--- src/rtl/srf_pkg.sv ---
// Shared types and default sizing for the streaming register file access scheduler.
package srf_pkg;
  localparam int SRF_NUM_REQ          = 4;
  localparam int SRF_STREAM_ID_W      = 5;
  localparam int SRF_MAX_STALL        = 4;
  localparam int NUM_STREAM_REGISTERS = 32;

  typedef logic [SRF_STREAM_ID_W-1:0]     stream_id_t;
  typedef logic [$clog2(SRF_NUM_REQ)-1:0] req_id_t;
endpackage

--- src/rtl/srf_access_scheduler_rr_arbiter.sv ---
// Combinational round-robin arbiter: first asserted request at or after ptr_i, wrapping.
module rr_arbiter #(
  parameter int N     = 4,
  parameter int IDX_W = $clog2(N)
) (
  input  logic [N-1:0]     req_i,
  input  logic [IDX_W-1:0] ptr_i,
  output logic [N-1:0]     gnt_o,
  output logic [IDX_W-1:0] gnt_idx_o,
  output logic             any_o
);
  int               j;
  logic [IDX_W-1:0] sel;

  always_comb begin
    gnt_o     = '0;
    gnt_idx_o = '0;
    any_o     = 1'b0;
    j         = 0;
    sel       = '0;
    for (int k = 0; k < N; k++) begin
      j = int'(ptr_i) + k;
      if (j >= N) j = j - N;
      sel = IDX_W'(j);
      if (!any_o && req_i[sel]) begin
        any_o      = 1'b1;
        gnt_o[sel] = 1'b1;
        gnt_idx_o  = sel;
      end
    end
  end
endmodule

--- src/rtl/srf_access_scheduler.sv ---
// Arbitrates one SRF read and one SRF write per cycle among NUM_REQ requesters,
// blocking reads that collide with the same-cycle write and forcing a read slot on starvation.
module srf_access_scheduler
  import srf_pkg::*;
#(
  parameter int NUM_REQ       = SRF_NUM_REQ,
  parameter int NUM_STREAM_ID = SRF_STREAM_ID_W,
  parameter int MAX_STALL     = SRF_MAX_STALL,
  parameter int REQ_ID_W      = $clog2(NUM_REQ)
) (
  input  logic                                   clk,
  input  logic                                   rst,
  input  logic [NUM_REQ-1:0]                     rd_req_valid,
  input  logic [NUM_REQ-1:0][NUM_STREAM_ID-1:0]  rd_req_src1,
  input  logic [NUM_REQ-1:0][NUM_STREAM_ID-1:0]  rd_req_src2,
  output logic [NUM_REQ-1:0]                     rd_req_ready,
  input  logic [NUM_REQ-1:0]                     wr_req_valid,
  input  logic [NUM_REQ-1:0][NUM_STREAM_ID-1:0]  wr_req_dest,
  output logic [NUM_REQ-1:0]                     wr_req_ready,
  output logic                                   srf_read_enable,
  output logic [NUM_STREAM_ID-1:0]               stream_src1,
  output logic [NUM_STREAM_ID-1:0]               stream_src2,
  output logic                                   srf_write_enable,
  output logic [NUM_STREAM_ID-1:0]               stream_dest,
  output logic [REQ_ID_W-1:0]                    wr_data_sel,
  output logic                                   rd_rsp_valid,
  output logic [REQ_ID_W-1:0]                    rd_rsp_id,
  output logic [7:0]                             hazard_stall_cnt
);
  localparam int SC_W = $clog2(MAX_STALL + 1);

  logic [NUM_REQ-1:0]       wr_req_m, wr_gnt, rd_elig, rd_gnt, hz_blk;
  logic [REQ_ID_W-1:0]      wr_idx, rd_idx;
  logic                     wr_any, rd_any, blocked;
  logic [NUM_STREAM_ID-1:0] wr_win_dest;

  logic [REQ_ID_W-1:0]      wr_ptr_q, wr_ptr_d, rd_ptr_q, rd_ptr_d;
  logic [SC_W-1:0]          stall_q, stall_d;
  logic                     force_read_q, force_read_d;
  logic [7:0]               hz_cnt_q, hz_cnt_d;

  logic                     rd_en_q, wr_en_q, rsp_v1_q, rsp_v2_q;
  logic [NUM_STREAM_ID-1:0] src1_q, src2_q, dest_q;
  logic [REQ_ID_W-1:0]      sel_q, rsp_id1_q, rsp_id2_q;

  function automatic logic [REQ_ID_W-1:0] next_idx(input logic [REQ_ID_W-1:0] i);
    return (i == REQ_ID_W'(NUM_REQ - 1)) ? '0 : i + 1'b1;
  endfunction

  // A forced read cycle takes the write side out of contention entirely.
  assign wr_req_m = force_read_q ? '0 : wr_req_valid;

  rr_arbiter #(.N(NUM_REQ), .IDX_W(REQ_ID_W)) u_wr_arb (
    .req_i    (wr_req_m),
    .ptr_i    (wr_ptr_q),
    .gnt_o    (wr_gnt),
    .gnt_idx_o(wr_idx),
    .any_o    (wr_any)
  );

  assign wr_win_dest = wr_req_dest[wr_idx];

  always_comb begin
    hz_blk = '0;
    for (int i = 0; i < NUM_REQ; i++) begin
      hz_blk[i] = rd_req_valid[i] && wr_any &&
                  ((rd_req_src1[i] == wr_win_dest) || (rd_req_src2[i] == wr_win_dest));
    end
  end

  assign rd_elig = rd_req_valid & ~hz_blk;
  assign blocked = |hz_blk;

  rr_arbiter #(.N(NUM_REQ), .IDX_W(REQ_ID_W)) u_rd_arb (
    .req_i    (rd_elig),
    .ptr_i    (rd_ptr_q),
    .gnt_o    (rd_gnt),
    .gnt_idx_o(rd_idx),
    .any_o    (rd_any)
  );

  assign rd_req_ready = rst ? rd_gnt : '0;
  assign wr_req_ready = rst ? wr_gnt : '0;

  always_comb begin
    wr_ptr_d     = wr_ptr_q;
    rd_ptr_d     = rd_ptr_q;
    stall_d      = stall_q;
    force_read_d = 1'b0;
    hz_cnt_d     = hz_cnt_q;
    if (wr_any) wr_ptr_d = next_idx(wr_idx);
    if (rd_any) rd_ptr_d = next_idx(rd_idx);
    if (rd_any) begin
      stall_d = '0;
    end else if (blocked) begin
      if (stall_q == SC_W'(MAX_STALL - 1)) begin
        stall_d      = '0;
        force_read_d = 1'b1;
      end else begin
        stall_d = stall_q + 1'b1;
      end
    end
    if (blocked && (hz_cnt_q != 8'hFF)) hz_cnt_d = hz_cnt_q + 8'd1;
  end

  always_ff @(posedge clk or negedge rst) begin
    if (!rst) begin
      wr_ptr_q     <= '0;
      rd_ptr_q     <= '0;
      stall_q      <= '0;
      force_read_q <= 1'b0;
      hz_cnt_q     <= '0;
      rd_en_q      <= 1'b0;
      wr_en_q      <= 1'b0;
      src1_q       <= '0;
      src2_q       <= '0;
      dest_q       <= '0;
      sel_q        <= '0;
      rsp_v1_q     <= 1'b0;
      rsp_id1_q    <= '0;
      rsp_v2_q     <= 1'b0;
      rsp_id2_q    <= '0;
    end else begin
      wr_ptr_q     <= wr_ptr_d;
      rd_ptr_q     <= rd_ptr_d;
      stall_q      <= stall_d;
      force_read_q <= force_read_d;
      hz_cnt_q     <= hz_cnt_d;
      rd_en_q      <= rd_any;
      wr_en_q      <= wr_any;
      src1_q       <= rd_any ? rd_req_src1[rd_idx] : '0;
      src2_q       <= rd_any ? rd_req_src2[rd_idx] : '0;
      dest_q       <= wr_any ? wr_win_dest : '0;
      sel_q        <= wr_any ? wr_idx : '0;
      // Response tag rides two stages so it lines up with SRF read data.
      rsp_v1_q     <= rd_any;
      rsp_id1_q    <= rd_any ? rd_idx : '0;
      rsp_v2_q     <= rsp_v1_q;
      rsp_id2_q    <= rsp_id1_q;
    end
  end

  assign srf_read_enable  = rd_en_q;
  assign stream_src1      = src1_q;
  assign stream_src2      = src2_q;
  assign srf_write_enable = wr_en_q;
  assign stream_dest      = dest_q;
  assign wr_data_sel      = sel_q;
  assign rd_rsp_valid     = rsp_v2_q;
  assign rd_rsp_id        = rsp_id2_q;
  assign hazard_stall_cnt = hz_cnt_q;
endmodule

--- config.mk ---
export PLATFORM = sky130hd
export DESIGN_NAME = srf_access_scheduler
export DESIGN_NICKNAME = d
export VERILOG_FILES = /design/src/rtl/srf_pkg.sv /design/src/rtl/srf_access_scheduler_rr_arbiter.sv /design/src/rtl/srf_access_scheduler.sv
export SDC_FILE = /design/constraint.sdc
export NUM_CORES = 1
export LEC_CHECK = 0
export ABC_AREA = 1
export CAP_MARGIN = 5
export CORE_AREA = 8 8 96 98
export DETAILED_ROUTE_END_ITERATION = 16
export DIE_AREA = 0 0 104 106
export GPL_TIMING_DRIVEN = 0
export PLACE_DENSITY_LB_ADDON = 0.3
export SYNTH_ARGS = -nofsm -noshare
export SYNTH_HDL_FRONTEND = slang
export SYNTH_SLANG_ARGS = --single-unit
export TNS_END_PERCENT = 50
--- constraint.sdc ---
create_clock -name clk -period 8.6 [get_ports clk]
set_input_delay 1.29 -clock clk [delete_from_list [all_inputs] [get_ports clk]]
set_output_delay 1.29 -clock clk [all_outputs]
set_load 0.05 [all_outputs]
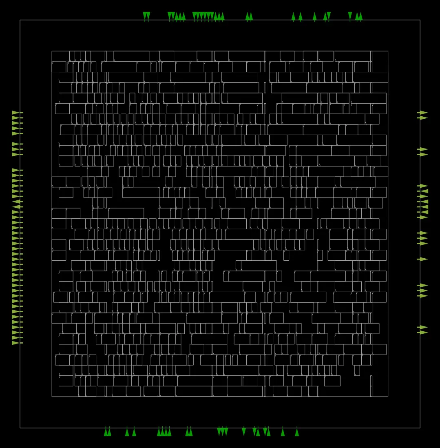
(run_1/final_placement.png)
tap cell count: 105
Post-Route Utilization: 0.678
Non-Filler Instances: 851
final-layout fill cell count: 719

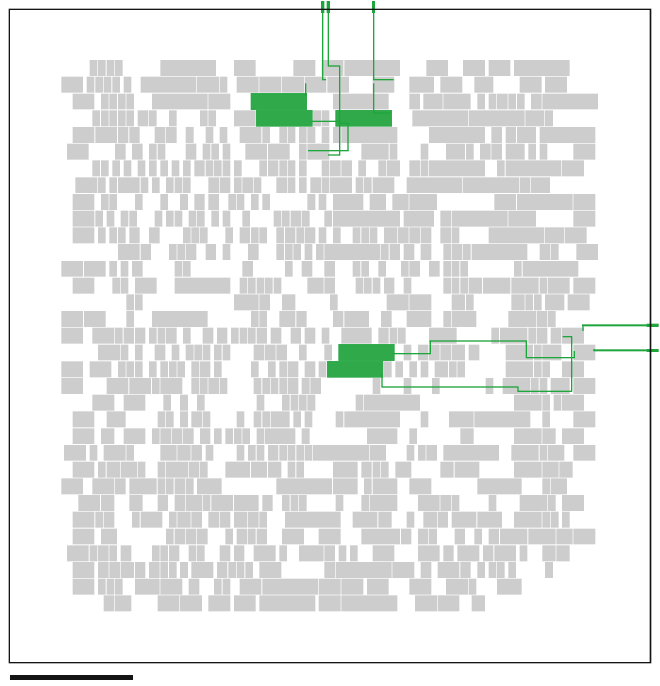
(run_1/port_nets.png)
Bar = 20 microns.
[`stream_src2`] green | bits: 5 | direction: output | end cells: 5 | buffers: 5 | wire: 178 microns
number of ports placed on the die boundary: 108
number of port buffers: 107

==> ds_physical_params.txt, run 1 <==
Characteristics after synthesis and place and route

Parameter                              Value

Status
  Result of the run    finished, final reports clean

Cells and area
  Ratio of cells with drive above 1 in the final layout    0.110
  Register area    1000 sq um
  Layout clock area frac    0.0216
  Layout Area Growth over Synthesis    32.7%
  Share of the final layout cell area in multi-input gates    0.486
  Area of combinational cells with multiple inputs    2590 sq um

Timing
  Max-slew violation total from the final report    0
  Final clock skew    7.69 ps
  Endpoints failing hold    0
  Worst Hold Margin    355 ps
  Crit path setup slack, layout    1710 ps

Global route
  Residual overflow from global routing    0
  Antenna violations before repair    0
  Maximum number of pins on one net before global-route repair    42
  Vias in the first global route    4402

Synth
  Adder Share, Synth    0.0562
  Yosys Instances    631
  Post-synthesis average cell area    6.36 sq um
  Main logic family    simple AND/OR/NAND/NOR gates
  Chip area from the yosys synthesis statistics    4010 sq um
  Cell type contributing the most total cell area after synthesis    dfrtp_1
  Syn nets    719

Die
  Vertical die dimension    106 microns
  FP Core Util    0.511

Hold path
  Worst min-delay path endpoint    rd_rsp_id[0]

Clock tree
  Post-CTS setup buffers    0
  Inserted Clock Buffers    5
  Clk root buf    clkbuf_8
  Post-cts repair resize count    0
  Clock-pin slew of the registers on the worst-case setup and hold paths    90 ps

Critical path
  Number of buffers and inverters on the critical path    4
  Category of the most critical setup path    input pin to output pin
  Data arrival time of the critical path    5600 ps
  End of the critical path    rd_req_ready[2]
  FF-to-FF Start    wr_ptr_q[1]
  Critical path launch point type    input pin

Detailed routing
  Met2 wire length    6260 microns
  DRT Pass-1 Iters    5
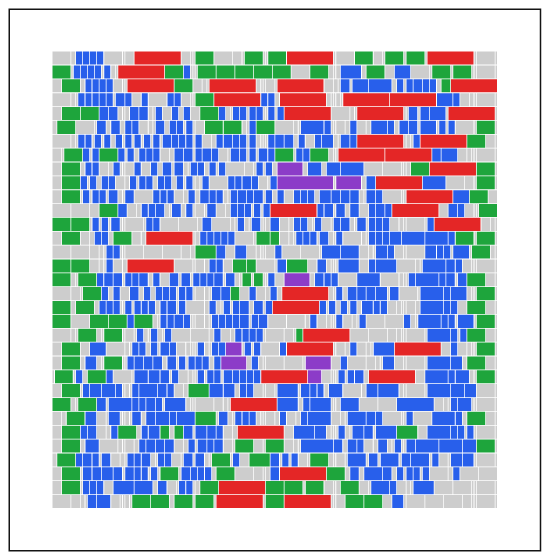
(run_1/cell_classes.png)
Fill, decap, tap and diode cells in grey.
[flip-flops] red | cells: 40
[all other logic] blue | cells: 575
[clock drivers and dummy loads] purple | cells: 8
[other buffers and delay cells] green | cells: 123
area of all placed cells without fillers: 5320 sq um
core area: 7850 sq um
floorplan row count: 33
sequential share of cell area: 0.188

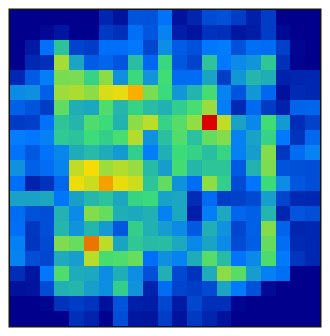
(run_1/wire_density.png)
21 x 21 tiles, from dark blue (low) to red (high), scaled to the fullest tile. Values are wire area over tile area, all layers added.
tiles over half the peak: 14%
densest ninth of the die: centre
fullest tile: 0.68
nearly empty tiles: 11%
mean over tiles: 0.19
total vias in the final route: 4554
post-DR wirelength/cell: 14.8 microns
total wirelength of the detailed-routed design: 12600 microns
overall track demand over capacity in global routing: 0.226

==> run_1/pdn.png <==
Bar = 20 microns. Pins as bars on the die edge. Tap cells in grey.
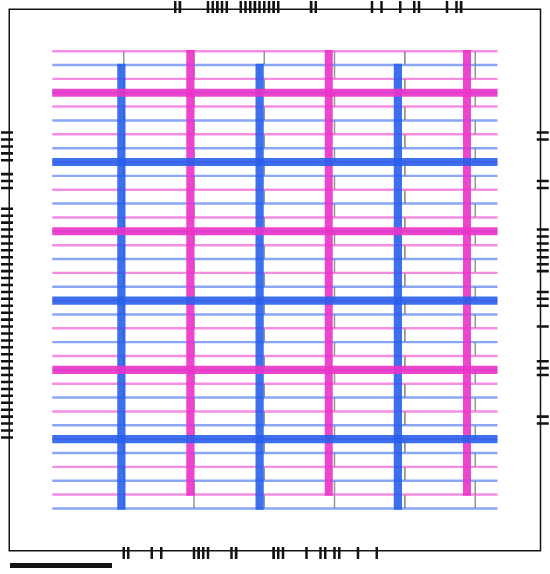

## Run 2: what changed since run 1
--- a/config.mk
+++ b/config.mk
@@ -7,9 +7,9 @@
 export LEC_CHECK = 0
 export ABC_AREA = 1
 export CAP_MARGIN = 5
-export CORE_AREA = 8 8 96 98
+export CORE_AREA = 8 8 99 101
 export DETAILED_ROUTE_END_ITERATION = 16
-export DIE_AREA = 0 0 104 106
+export DIE_AREA = 0 0 107 109
 export GPL_TIMING_DRIVEN = 0
 export PLACE_DENSITY_LB_ADDON = 0.3
 export SYNTH_ARGS = -nofsm -noshare
==> constraint.sdc (replaced) <==
create_clock -name clk -period 7.2 [get_ports clk]
set_input_delay 1.08 -clock clk [delete_from_list [all_inputs] [get_ports clk]]
set_output_delay 1.08 -clock clk [all_outputs]
set_load 0.05 [all_outputs]
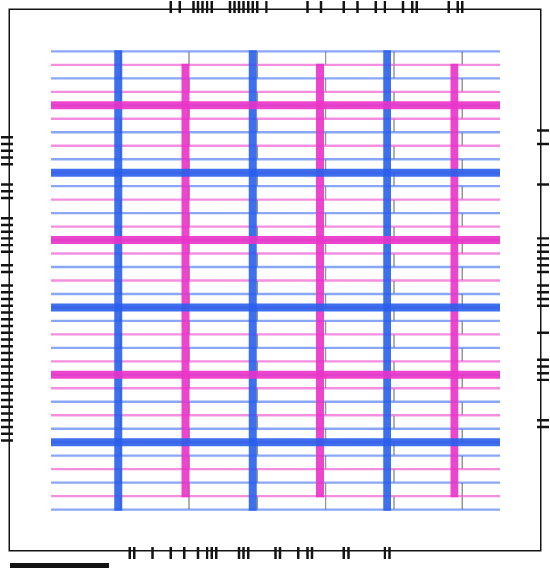
(run_2/pdn.png)
Bar = 20 microns. Pins as bars on the die edge. Tap cells in grey.
[VDD] magenta
[VSS] blue
rows: 34
signal pins: 108
core area: 8380 sq um
vertical die dimension: 109 microns

==> ds_physical_params.txt, run 2 <==
Characteristics after synthesis and place and route

Parameter                              Value

Status
  Result of the run    finished, final reports clean

Critical path
  Critical path launch point type    input pin
  Number of buffers and inverters on the critical path    4 (unchanged)

Detailed routing
  Post-DR wirelength/cell    14.4 microns (-2.7%)

Clock tree
  Post-cts repair resize count    0 (unchanged)
  Clock-pin slew of the registers on the worst-case setup and hold paths    80 ps (about the same)
  Inserted Clock Buffers    5 (unchanged)
  Clk root buf    clkbuf_8

Synth
  Cell type contributing the most total cell area after synthesis    dfrtp_1
  Adder Share, Synth    0.0562 (unchanged)

Die
  Tap cell count    108 (+2.9%)
  Number of ports placed on the die boundary    108 (unchanged)

Global route
  Overall track demand over capacity in global routing    0.212 (-0.0141)
  Vias in the first global route    4499 (+2.2%)
  Residual overflow from global routing    0 (unchanged)

Cells and area
  Share of the final layout cell area in multi-input gates    0.485 (-0.000913)
  Non-Filler Instances    854 (+0.35%)
  Post-Route Utilization    0.636 (-0.0422)
  Area of all placed cells without fillers    5330 sq um (+0.19%)
